<file path="config.mk">
export PLATFORM = sky130hd
export DESIGN_NAME = reg_bank_par_flat
export DESIGN_NICKNAME = d
export VERILOG_FILES = /design/src/rtl/reg_bank_par_if.sv /design/src/rtl/reg_bank_par.sv /design/src/flat_wrapper.sv
export SDC_FILE = /design/constraint.sdc
export NUM_CORES = 2
export LEC_CHECK = 0
export ABC_CLOCK_PERIOD_IN_PS = 92100
export CAP_MARGIN = 30
export CORE_MARGIN = 2
export CORE_UTILIZATION = 30
export DETAILED_ROUTE_END_ITERATION = 8
export DONT_BUFFER_PORTS = 1
export GPL_ROUTABILITY_DRIVEN = 1
export HOLD_SLACK_MARGIN = 0.15
export SETUP_SLACK_MARGIN = 0.02
export SLEW_MARGIN = 20
export SYNTH_ARGS = -nofsm -noshare
export SYNTH_HDL_FRONTEND = slang
export SYNTH_SLANG_ARGS = --single-unit
</file>
<file path="constraint.sdc">
create_clock -name clock -period 92.1 [get_ports clock]
set_input_delay 27.63 -clock clock [delete_from_list [all_inputs] [get_ports clock]]
set_output_delay 27.63 -clock clock [all_outputs]
set_load 0.05 [all_outputs]
</file>
<file path="src/rtl/reg_bank_par_if.sv">
// Bus bundle for reg_bank_par: write port, two registered read ports, clear control and status.
interface reg_bank_par_if #(
    parameter int unsigned WIDTH = 64,
    parameter int unsigned DEPTH = 16
);
    localparam int unsigned AW = $clog2(DEPTH);

    logic             regwen;
    logic [WIDTH-1:0] inA;
    logic [AW-1:0]    selwreg;
    logic [1:0]       endwreg;
    logic [AW-1:0]    seloutA;
    logic [AW-1:0]    seloutB;
    logic             cnstA;
    logic             cnstB;
    logic             enrregA;
    logic             enrregB;
    logic             clr;
    logic [WIDTH-1:0] outA;
    logic [WIDTH-1:0] outB;
    logic             busy;

    modport master (
        output regwen, inA, selwreg, endwreg, seloutA, seloutB,
               cnstA, cnstB, enrregA, enrregB, clr,
        input  outA, outB, busy
    );

    modport slave (
        input  regwen, inA, selwreg, endwreg, seloutA, seloutB,
               cnstA, cnstB, enrregA, enrregB, clr,
        output outA, outB, busy
    );
endinterface

</file>
<file path="src/rtl/reg_bank_par.sv">
// Complex-word register bank with lane-masked writes, two registered read ports and a clear sweep.
// Optional macro REG_BANK_BYPASS_EN forwards a same-edge write to a matching read port.
module reg_bank_par #(
    parameter int unsigned     WIDTH  = 64,
    parameter int unsigned     DEPTH  = 16,
    parameter logic [WIDTH-1:0] CNST_A = '0,
    parameter logic [WIDTH-1:0] CNST_B = '0
) (
    input logic          clock,
    input logic          reset,
    reg_bank_par_if.slave bus
);
    localparam int unsigned AW = $clog2(DEPTH);
    localparam int unsigned HW = WIDTH / 2;

    typedef enum logic {IDLE = 1'b0, CLEAR = 1'b1} state_t;

    state_t           state_q, state_d;
    logic [AW-1:0]    cnt_q, cnt_d;
    logic             busy_q, busy_d;
    logic [WIDTH-1:0] mem_q [DEPTH];
    logic [WIDTH-1:0] mem_d [DEPTH];
    logic [WIDTH-1:0] out_a_q, out_a_d;
    logic [WIDTH-1:0] out_b_q, out_b_d;

    logic             wr_en;
    logic [WIDTH-1:0] wr_old;
    logic [WIDTH-1:0] wr_merged;
    logic [WIDTH-1:0] rd_a;
    logic [WIDTH-1:0] rd_b;

    // Lane merge of the incoming word with the current contents of the target.
    always_comb begin
        wr_en  = bus.regwen && (state_q == IDLE);
        wr_old = mem_q[bus.selwreg];
        unique case (bus.endwreg)
            2'b00:   wr_merged = bus.inA;
            2'b01:   wr_merged = {wr_old[WIDTH-1:HW], bus.inA[HW-1:0]};
            2'b10:   wr_merged = {bus.inA[WIDTH-1:HW], wr_old[HW-1:0]};
            default: wr_merged = {bus.inA[HW-1:0], bus.inA[WIDTH-1:HW]};
        endcase
    end

    // Sweep FSM and bank next-state; the sweep owns the bank while it runs.
    always_comb begin
        state_d = state_q;
        cnt_d   = cnt_q;
        mem_d   = mem_q;
        unique case (state_q)
            IDLE: begin
                if (wr_en) begin
                    mem_d[bus.selwreg] = wr_merged;
                end
                if (bus.clr) begin
                    state_d = CLEAR;
                    cnt_d   = '0;
                end
            end
            CLEAR: begin
                mem_d[cnt_q] = '0;
                cnt_d        = AW'(cnt_q + 1'b1);
                if (cnt_q == AW'(DEPTH - 1)) begin
                    state_d = IDLE;
                end
            end
            default: state_d = IDLE;
        endcase
        busy_d = (state_d == CLEAR);
    end

    // Read ports: constant wins, then optional write forwarding, then stored contents.
    always_comb begin
        rd_a = mem_q[bus.seloutA];
        rd_b = mem_q[bus.seloutB];
`ifdef REG_BANK_BYPASS_EN
        if (wr_en && (bus.selwreg == bus.seloutA)) rd_a = wr_merged;
        if (wr_en && (bus.selwreg == bus.seloutB)) rd_b = wr_merged;
`endif
        out_a_d = out_a_q;
        out_b_d = out_b_q;
        if (bus.enrregA) out_a_d = bus.cnstA ? CNST_A : rd_a;
        if (bus.enrregB) out_b_d = bus.cnstB ? CNST_B : rd_b;
    end

    always_ff @(posedge clock or posedge reset) begin
        if (reset) begin
            state_q <= IDLE;
            cnt_q   <= '0;
            busy_q  <= 1'b0;
            mem_q   <= '{default: '0};
            out_a_q <= '0;
            out_b_q <= '0;
        end else begin
            state_q <= state_d;
            cnt_q   <= cnt_d;
            busy_q  <= busy_d;
            mem_q   <= mem_d;
            out_a_q <= out_a_d;
            out_b_q <= out_b_d;
        end
    end

    assign bus.outA = out_a_q;
    assign bus.outB = out_b_q;
    assign bus.busy = busy_q;
endmodule

</file>
<file path="src/flat_wrapper.sv">
// flat-port wrapper written by rule: the top's interface ports become plain ports
module reg_bank_par_flat 
#(
    parameter int unsigned     WIDTH  = 64,
    parameter int unsigned     DEPTH  = 16,
    parameter logic [WIDTH-1:0] CNST_A = '0,
    parameter logic [WIDTH-1:0] CNST_B = '0
)
  (clock, reset, bus_regwen, bus_inA, bus_selwreg, bus_endwreg, bus_seloutA, bus_seloutB, bus_cnstA, bus_cnstB, bus_enrregA, bus_enrregB, bus_clr, bus_outA, bus_outB, bus_busy);
  reg_bank_par_if #(.WIDTH(WIDTH), .DEPTH(DEPTH)) bus_i ();
  input logic clock;
  input logic reset;
  input wire logic [$bits(bus_i.regwen)-1:0] bus_regwen;
  input wire logic [$bits(bus_i.inA)-1:0] bus_inA;
  input wire logic [$bits(bus_i.selwreg)-1:0] bus_selwreg;
  input wire logic [$bits(bus_i.endwreg)-1:0] bus_endwreg;
  input wire logic [$bits(bus_i.seloutA)-1:0] bus_seloutA;
  input wire logic [$bits(bus_i.seloutB)-1:0] bus_seloutB;
  input wire logic [$bits(bus_i.cnstA)-1:0] bus_cnstA;
  input wire logic [$bits(bus_i.cnstB)-1:0] bus_cnstB;
  input wire logic [$bits(bus_i.enrregA)-1:0] bus_enrregA;
  input wire logic [$bits(bus_i.enrregB)-1:0] bus_enrregB;
  input wire logic [$bits(bus_i.clr)-1:0] bus_clr;
  output wire logic [$bits(bus_i.outA)-1:0] bus_outA;
  output wire logic [$bits(bus_i.outB)-1:0] bus_outB;
  output wire logic [$bits(bus_i.busy)-1:0] bus_busy;
  assign bus_i.regwen = bus_regwen;
  assign bus_i.inA = bus_inA;
  assign bus_i.selwreg = bus_selwreg;
  assign bus_i.endwreg = bus_endwreg;
  assign bus_i.seloutA = bus_seloutA;
  assign bus_i.seloutB = bus_seloutB;
  assign bus_i.cnstA = bus_cnstA;
  assign bus_i.cnstB = bus_cnstB;
  assign bus_i.enrregA = bus_enrregA;
  assign bus_i.enrregB = bus_enrregB;
  assign bus_i.clr = bus_clr;
  assign bus_outA = bus_i.outA;
  assign bus_outB = bus_i.outB;
  assign bus_busy = bus_i.busy;
  reg_bank_par #(.WIDTH(WIDTH), .DEPTH(DEPTH), .CNST_A(CNST_A), .CNST_B(CNST_B)) u_core (.clock(clock), .reset(reset), .bus(bus_i));
endmodule
</file>
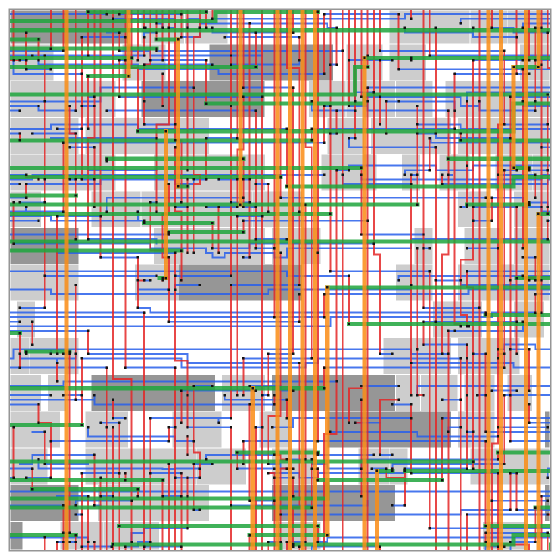
(zoomed window)
Region (218, 123) to (258, 163) µm. Cells in grey, sequential cells in the stronger grey; small squares are vias.
metal 2: shown in red. metal 4: shown in orange. metal 3: shown in green. metal 1: shown in blue.
Most frequent: buf_4 (10), dfrtp_1 (10), a22o_1 (9). Sequential cells in the window: 10. Netlist names of flops here include u_core.mem_q (7). 80 logic cells have their middle in the window.

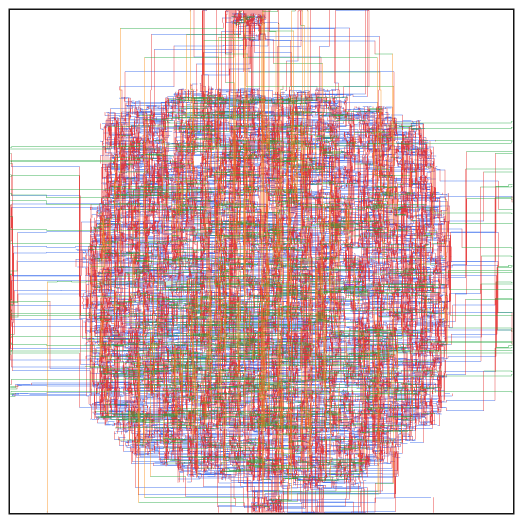
(metal layers overlaid)
metal 1: shown in blue, wire length 101 mm. metal 5: shown in purple, wire length 7.40 µm. metal 2: shown in red, wire length 124 mm. metal 4: shown in orange, wire length 19,200 µm. metal 3: shown in green, wire length 33.0 mm.

==> Changelog: implementation <==
### Physical design

* Status: finished, final reports clean
* Pwr dens at 21.9 nW/µm²
* Setup Viol. Count Final at 0
* WL met2 at 124,000 µm
* Via Count at 50,800
* Synth Area per Inst at 13.7 µm²
* Sequential power share at 42.6%
* Sum Neg Setup Slack at 0 ns
* Main power group: registers
* Initial antenna violation count at 6
* Hold Crit Start: u_core.mem_q[806]
* IO buf count at 0
* Met1 wire length at 101,000 µm
* Via density at 6.61
* GRT met2 Usage at 36.2%
* Drt pass-1 iters at 6
* Die Ht at 476 µm
* Flop share of the area at 39.1%
* Xor/xnor share at 0.0262%
* Cell family with most CP delay: simple AND/OR/NAND/NOR gates
* Site Rows at 173
* Final period utilization at 33.0%
* Combinational share of cell area at 48.1%
* Synth unique cells at 59
* Setup WS pre-CTS at 61.21 ns
* Worst-case reg-to-reg path depth at 8
* Area share, top type at 43.3%
* Total Power at 0.00162 W
* Peak Freq at 32.9 MHz
* Reg2reg end: u_core.mem_q[959]
* GRT Overall Usage at 24.1%
* # H-tree levels at 4
* Leak pwr at 30.6 nW
* Post-synth seq share at 43.3%
* Tapcells at 2,975
* Crit. End Element: register
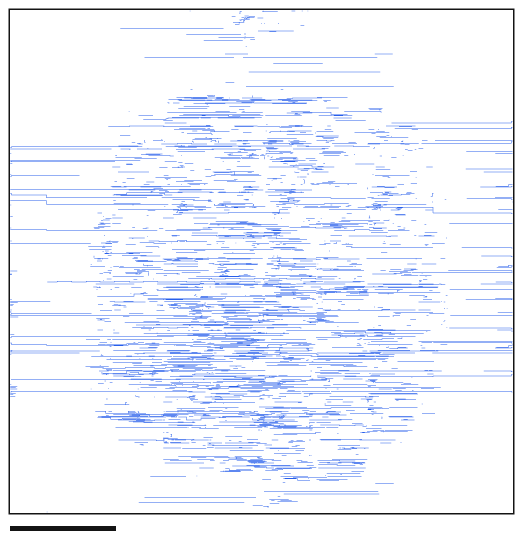
(met3 routing)
Scale bar: 100 µm.
The layer carries 33.0 mm of wire. The longest straight run is 202 µm. The layer holds 12% of the routed length. The wires run mostly horizontal.

==> synth_stat cells (4+ instances only) <==
cell / n
a221oi_2: 9
o221ai_1: 150
o21ba_1: 7
mux4_2: 702
nor3_1: 7
buf_1: 48
o211ai_1: 25
dfrtp_1: 1157
ha_1: 4
inv_1: 6
o21ba_2: 17
a21oi_2: 37
a21oi_1: 141
a211oi_1: 14
nand2b_1: 149
nand2_1: 184
a221oi_1: 31
o22ai_1: 65
o21ai_0: 82
mux2i_1: 340
nor2_2: 9
or3_1: 4
a22o_1: 743
buf_4: 28
and2_1: 23
nor2_1: 69
a211oi_2: 9
buf_2: 178
nor2b_1: 10
o211a_1: 12
a22oi_1: 23
mux2_2: 106
o2bb2ai_1: 135
buf_6: 13
clkbuf_1: 272
o21ai_1: 6
nand2b_2: 14
Power and IR drop assume default switching activity.
